$ cat src/rtl/b2bd_unit_if.sv
// ----------------------------------------------------------------------------
// b2bd_unit_if
// Switch-to-LED path bundle for the binary-to-BCD converter.
//   sw  : unsigned binary switch value (IN_W bits), driven by the master side
//   led : packed two-digit BCD (tens in [7:4], units in [3:0]), driven by the
//         converter (slave side)
// ----------------------------------------------------------------------------
interface b2bd_unit_if #(
    parameter int IN_W = 4
);
    logic [IN_W-1:0] sw;
    logic [7:0]      led;

    modport master (
        output sw,
        input  led
    );

    modport slave (
        input  sw,
        output led
    );
endinterface

$ cat src/rtl/b2bd_unit.sv
// ----------------------------------------------------------------------------
// b2bd_unit
// Binary-to-BCD converter between the board switches and the LED bank.
// The sampled switch value V (0..2^IN_W-1, IN_W in 1..6) is converted with an
// unrolled double-dabble network and registered onto led:
//   led[7:4] = V / 10, led[3:0] = V % 10
//
// Ports:
//   clk   : system clock, rising edge
//   rst_n : synchronous active-low reset; clears led and any synchronizer flops
//   bus   : b2bd_unit_if.slave  (bus.sw in, bus.led out)
//
// Build option:
//   B2BD_INPUT_SYNC_EN defined   -> sw goes through a two-flop synchronizer per
//                                   bit; sw change reaches led after 3 edges.
//   B2BD_INPUT_SYNC_EN undefined -> sw feeds the converter directly; 1 edge.
// ----------------------------------------------------------------------------
module b2bd_unit #(
    parameter int IN_W = 4
) (
    input  logic         clk,
    input  logic         rst_n,
    b2bd_unit_if.slave   bus
);

    // Two BCD digits can hold at most 99, and 2^7-1 = 127 would overflow them.
    generate
        if (IN_W < 1 || IN_W > 6) begin : g_bad_width
            $error("b2bd_unit: IN_W must be in the range 1..6");
        end
    endgenerate

    logic [IN_W-1:0] conv_in;
    logic [7:0]      led_next;
    logic [7:0]      led_reg;

`ifdef B2BD_INPUT_SYNC_EN
    // Raw board switches are asynchronous to clk; two flops per bit give the
    // first stage time to resolve metastability before the converter sees it.
    logic [IN_W-1:0] sync1_reg;
    logic [IN_W-1:0] sync2_reg;

    always_ff @(posedge clk) begin
        if (!rst_n) begin
            sync1_reg <= '0;
            sync2_reg <= '0;
        end else begin
            sync1_reg <= bus.sw;
            sync2_reg <= sync1_reg;
        end
    end

    assign conv_in = sync2_reg;
`else
    assign conv_in = bus.sw;
`endif

    // Double dabble: the binary value sits in the low IN_W bits of a scratch
    // vector with two BCD digits above it. Each iteration corrects any digit
    // >= 5 by adding 3 (so the following left shift carries correctly into the
    // next digit) and then shifts one binary bit into the BCD field. After
    // IN_W iterations the two digits sit directly above the emptied binary
    // field. Since V <= 63 the tens digit never needs to carry further.
    always_comb begin
        logic [IN_W+7:0] dd;
        dd = {8'd0, conv_in};
        for (int i = 0; i < IN_W; i++) begin
            if (dd[IN_W +: 4] >= 4'd5) begin
                dd[IN_W +: 4] = dd[IN_W +: 4] + 4'd3;
            end
            if (dd[IN_W+4 +: 4] >= 4'd5) begin
                dd[IN_W+4 +: 4] = dd[IN_W+4 +: 4] + 4'd3;
            end
            dd = dd << 1;
        end
        led_next = dd[IN_W +: 8];
    end

    // Single output register: no combinational path from sw to led.
    always_ff @(posedge clk) begin
        if (!rst_n) begin
            led_reg <= 8'h00;
        end else begin
            led_reg <= led_next;
        end
    end

    assign bus.led = led_reg;

endmodule

$ cat src/flat_wrapper.sv
// flat-port wrapper written by rule: the top's interface ports become plain ports
module b2bd_unit_flat 
#(
    parameter int IN_W = 4
)
  (clk, rst_n, bus_sw, bus_led);
  b2bd_unit_if #(.IN_W(IN_W)) bus_i ();
  input  logic clk;
  input  logic rst_n;
  input wire logic [$bits(bus_i.sw)-1:0] bus_sw;
  output wire logic [$bits(bus_i.led)-1:0] bus_led;
  assign bus_i.sw = bus_sw;
  assign bus_led = bus_i.led;
  b2bd_unit #(.IN_W(IN_W)) u_core (.clk(clk), .rst_n(rst_n), .bus(bus_i));
endmodule
$ cat config.mk
export PLATFORM = sky130hd
export DESIGN_NAME = b2bd_unit_flat
export DESIGN_NICKNAME = d
export VERILOG_FILES = /design/src/rtl/b2bd_unit_if.sv /design/src/rtl/b2bd_unit.sv /design/src/flat_wrapper.sv
export SDC_FILE = /design/constraint.sdc
export NUM_CORES = 1
export LEC_CHECK = 0
export CAP_MARGIN = 10
export CELL_PAD_IN_SITES_DETAIL_PLACEMENT = 2
export CELL_PAD_IN_SITES_GLOBAL_PLACEMENT = 2
export CORE_UTILIZATION = 17
export DETAILED_ROUTE_END_ITERATION = 7
export PLACE_DENSITY_LB_ADDON = 0.1
export SYNTH_ARGS = -nofsm -noshare
export SYNTH_HDL_FRONTEND = slang
export SYNTH_SLANG_ARGS = --single-unit
$ cat constraint.sdc
create_clock -name clk -period 1.12 [get_ports clk]
set_input_delay 0.224 -clock clk [delete_from_list [all_inputs] [get_ports clk]]
set_output_delay 0.224 -clock clk [all_outputs]
set_load 0.03 [all_outputs]
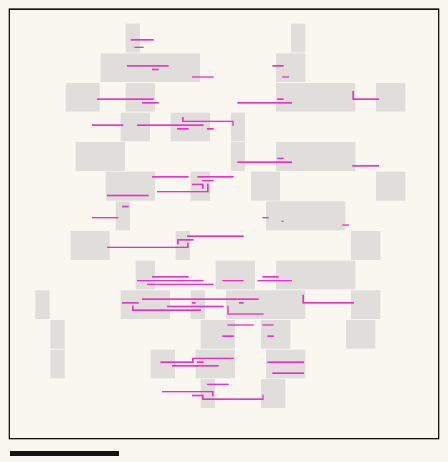
Figure 1: metal 1.
The bar under the picture is 10 um long. Cells faint in the background.
share of all routed wire	32%
wire length on this layer	174 um
main direction	horizontal
final WL: 549 um
Vias: 212
met1 usage: 6.51%

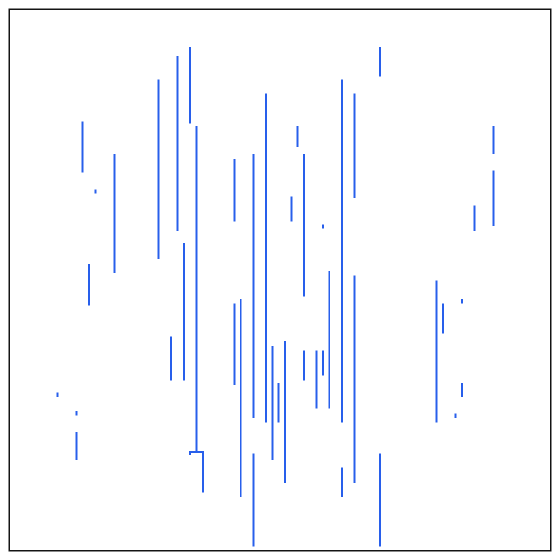
Figure 2: met2 routing.
nets with wire on the layer	42
share of all routed wire	53%
main direction	vertical
longest straight run	24.8 um
wire length on this layer	294 um
grt met2 use: 17.5%

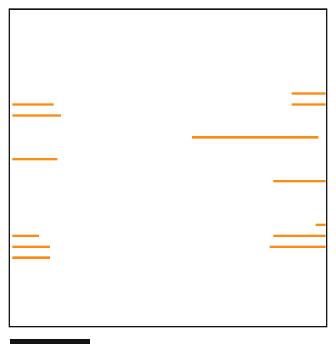
Figure 3: M3 wires.
The bar under the picture is 10 um long.
nets with wire on the layer	12
main direction	horizontal
share of all routed wire	13%
met3 Use GR: 1.70%

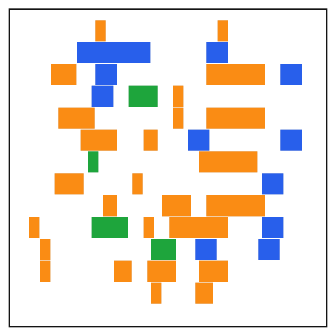
Figure 4: cell sizes after repair.
color	size	cells	share
green	_2 cells	4	9.8%
blue	_3 and _4 cells	11	27%
orange	_0 and _1 cells	26	63%
design area: 388 um2
synthesis-to-finish area growth: 64.0%

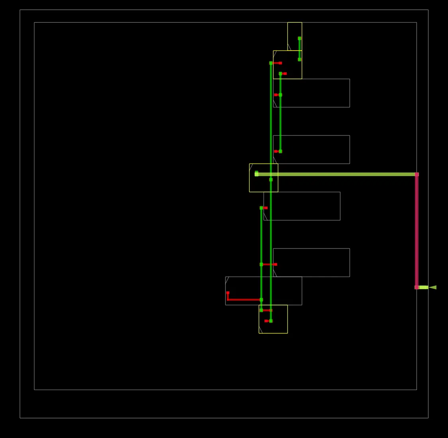
Figure 5: clock routing.
flop count: 5
clock sink count: 5
clock group total power: 200 uW
# clk buffers: 4

==> area by class of cell <==
| type | instances | area (um2) |
|---|---|---|
| well taps | 15 | 18.8 |
| fillers | 157 | 913 |
| multi-input cells | 17 | 128 |
| clock buffers | 4 | 26.3 |
| flip-flops and latches | 5 | 100 |
| repair buffers | 12 | 104 |
| inverters | 3 | 11.3 |
==> worst paths after layout <==
kind	start	end	slack, ns	cells after the start
min	bus_sw[2]	u_core.bus.led[4]	0.40	4
max	u_core.bus.led[0]	bus_led[0]	0.20	1
==> synthesized netlist by cell type <==
master / instances / share of area, %
o21ai_2: 1 / 3.7
nand2_1: 2 / 3.2
o21ba_2: 1 / 4.2
dfxtp_1: 5 / 42
a21oi_1: 2 / 4.2
inv_1: 3 / 4.8
conb_1: 1 / 1.6
a211oi_1: 1 / 3.2
nor2_1: 2 / 3.2
ha_1: 2 / 11
nand2b_1: 1 / 2.6
and2_1: 1 / 2.6
mux2i_1: 1 / 4.2
buf_4: 3 / 9.5
==> through the flow <==
step	TNS, ns	instance area (um2)
6_report	0	388
5_1_grt	0	388
4_1_cts	0	385
3_5_place_dp	-1.12	343
3_3_place_gp	-0.981	343
2_1_floorplan	0	244
==> power by group through the flow <==
| stage | clock network, mW | logic, mW | registers [mW] |
|---|---|---|---|
| floorplan | 0 | 0.0455 | 0.217 |
| global placement | 0 | 0.109 | 0.195 |
| detailed placement | 0 | 0.113 | 0.195 |
| CTS | 0.212 | 0.119 | 0.192 |
| global route | 0.217 | 0.125 | 0.192 |
| finish | 0.200 | 0.116 | 0.192 |
==> layer usage <==
| metal | wire, um | up-vias |
|---|---|---|
| li1 | - | 106 |
| met2 | 293 | 12 |
| met4 | 10 | 0 |
| met1 | 174 | 92 |
| met5 | 0 | - |
| met3 | 70 | 2 |
==> flow_metrics.py <==
# Synthesis and PnR figures
metrics = {
    "die": {
        "core-area_um2": 1300,
        "rows": 13,
        "fp_util_pct": 18.2,
        "die_h_um": 39.3,
    },
    "timing": {
        "finalCritPeriodShare_pct": 81.7,
        "final_hold_viol_count": 0,
        "rsz0062_at_grt": "false",
        "final.setup.worst_slack_ns": 0.205,
    },
    "place": {
        "dp_hpwl_um": 460,
        "gp_congestion": 0.690,
        "port_buffers": 10,
        "preCtsSetupSlack_ns": -0.326,
    },
    "layout": {
        "final_core_util_pct": 29.8,
        "final_common_cell": "buf_4",
        "final_layout_top_logic_cells": "7 x buf_4, 5 x dfxtp_1, 3 x conb_1, 3 x clkbuf_4, 3 x clkdlybuf4s50_1",
        "antennaDiodeCount": 0,
    },
    "detailed_routing": {
        "drc_errors": 0,
        "wl_per_cell_um": 9.80,
        "ant_nets": 0,
        "viasPerCell": 3.79,
    },
    "power": {
        "p_comb_share_pct": 22.8,
        "total_power_uw": 508,
        "internal_power_uw": 373,
        "seqPwrFrac_pct": 37.8,
        "p_clk_share_pct": 39.4,
        "p_per_area_nw_per_um2": 1310,
    },
    "synth": {
        "yosysCellCount": 26,
        "yosysSeqAreaShare_pct": 42.3,
        "synth.avg_cell_area_um2": 9.10,
        "mux_area_share_pct": 4.23,
        "yosysUniqueCellTypes": 14,
    },
    "flow_run": {
        "warnings": 27,
    },
    "setup_path": {
        "critPathSlowestCell": "dfxtp_1",
        "max_stage_delay_ns": 0.30,
        "worst-setup-path-type": "register to primary output",
        "crit_buf_inv": 1,
        "cp-end-kind": "primary output",
    },
    "clock_network": {
        "htreeDepth": 1,
    },
    "global_routing": {
        "grt_pass1_vias": 229,
        "antenna_found_initial": 0,
        "grt_first_pass_wirelength_um": 862,
    },
    "min_path": {
        "hold_class": "input port to register",
    },
    "run_status": {
        "status": "completed",
    },
}
No activity file was given, so power comes from the tool's default toggle rates.
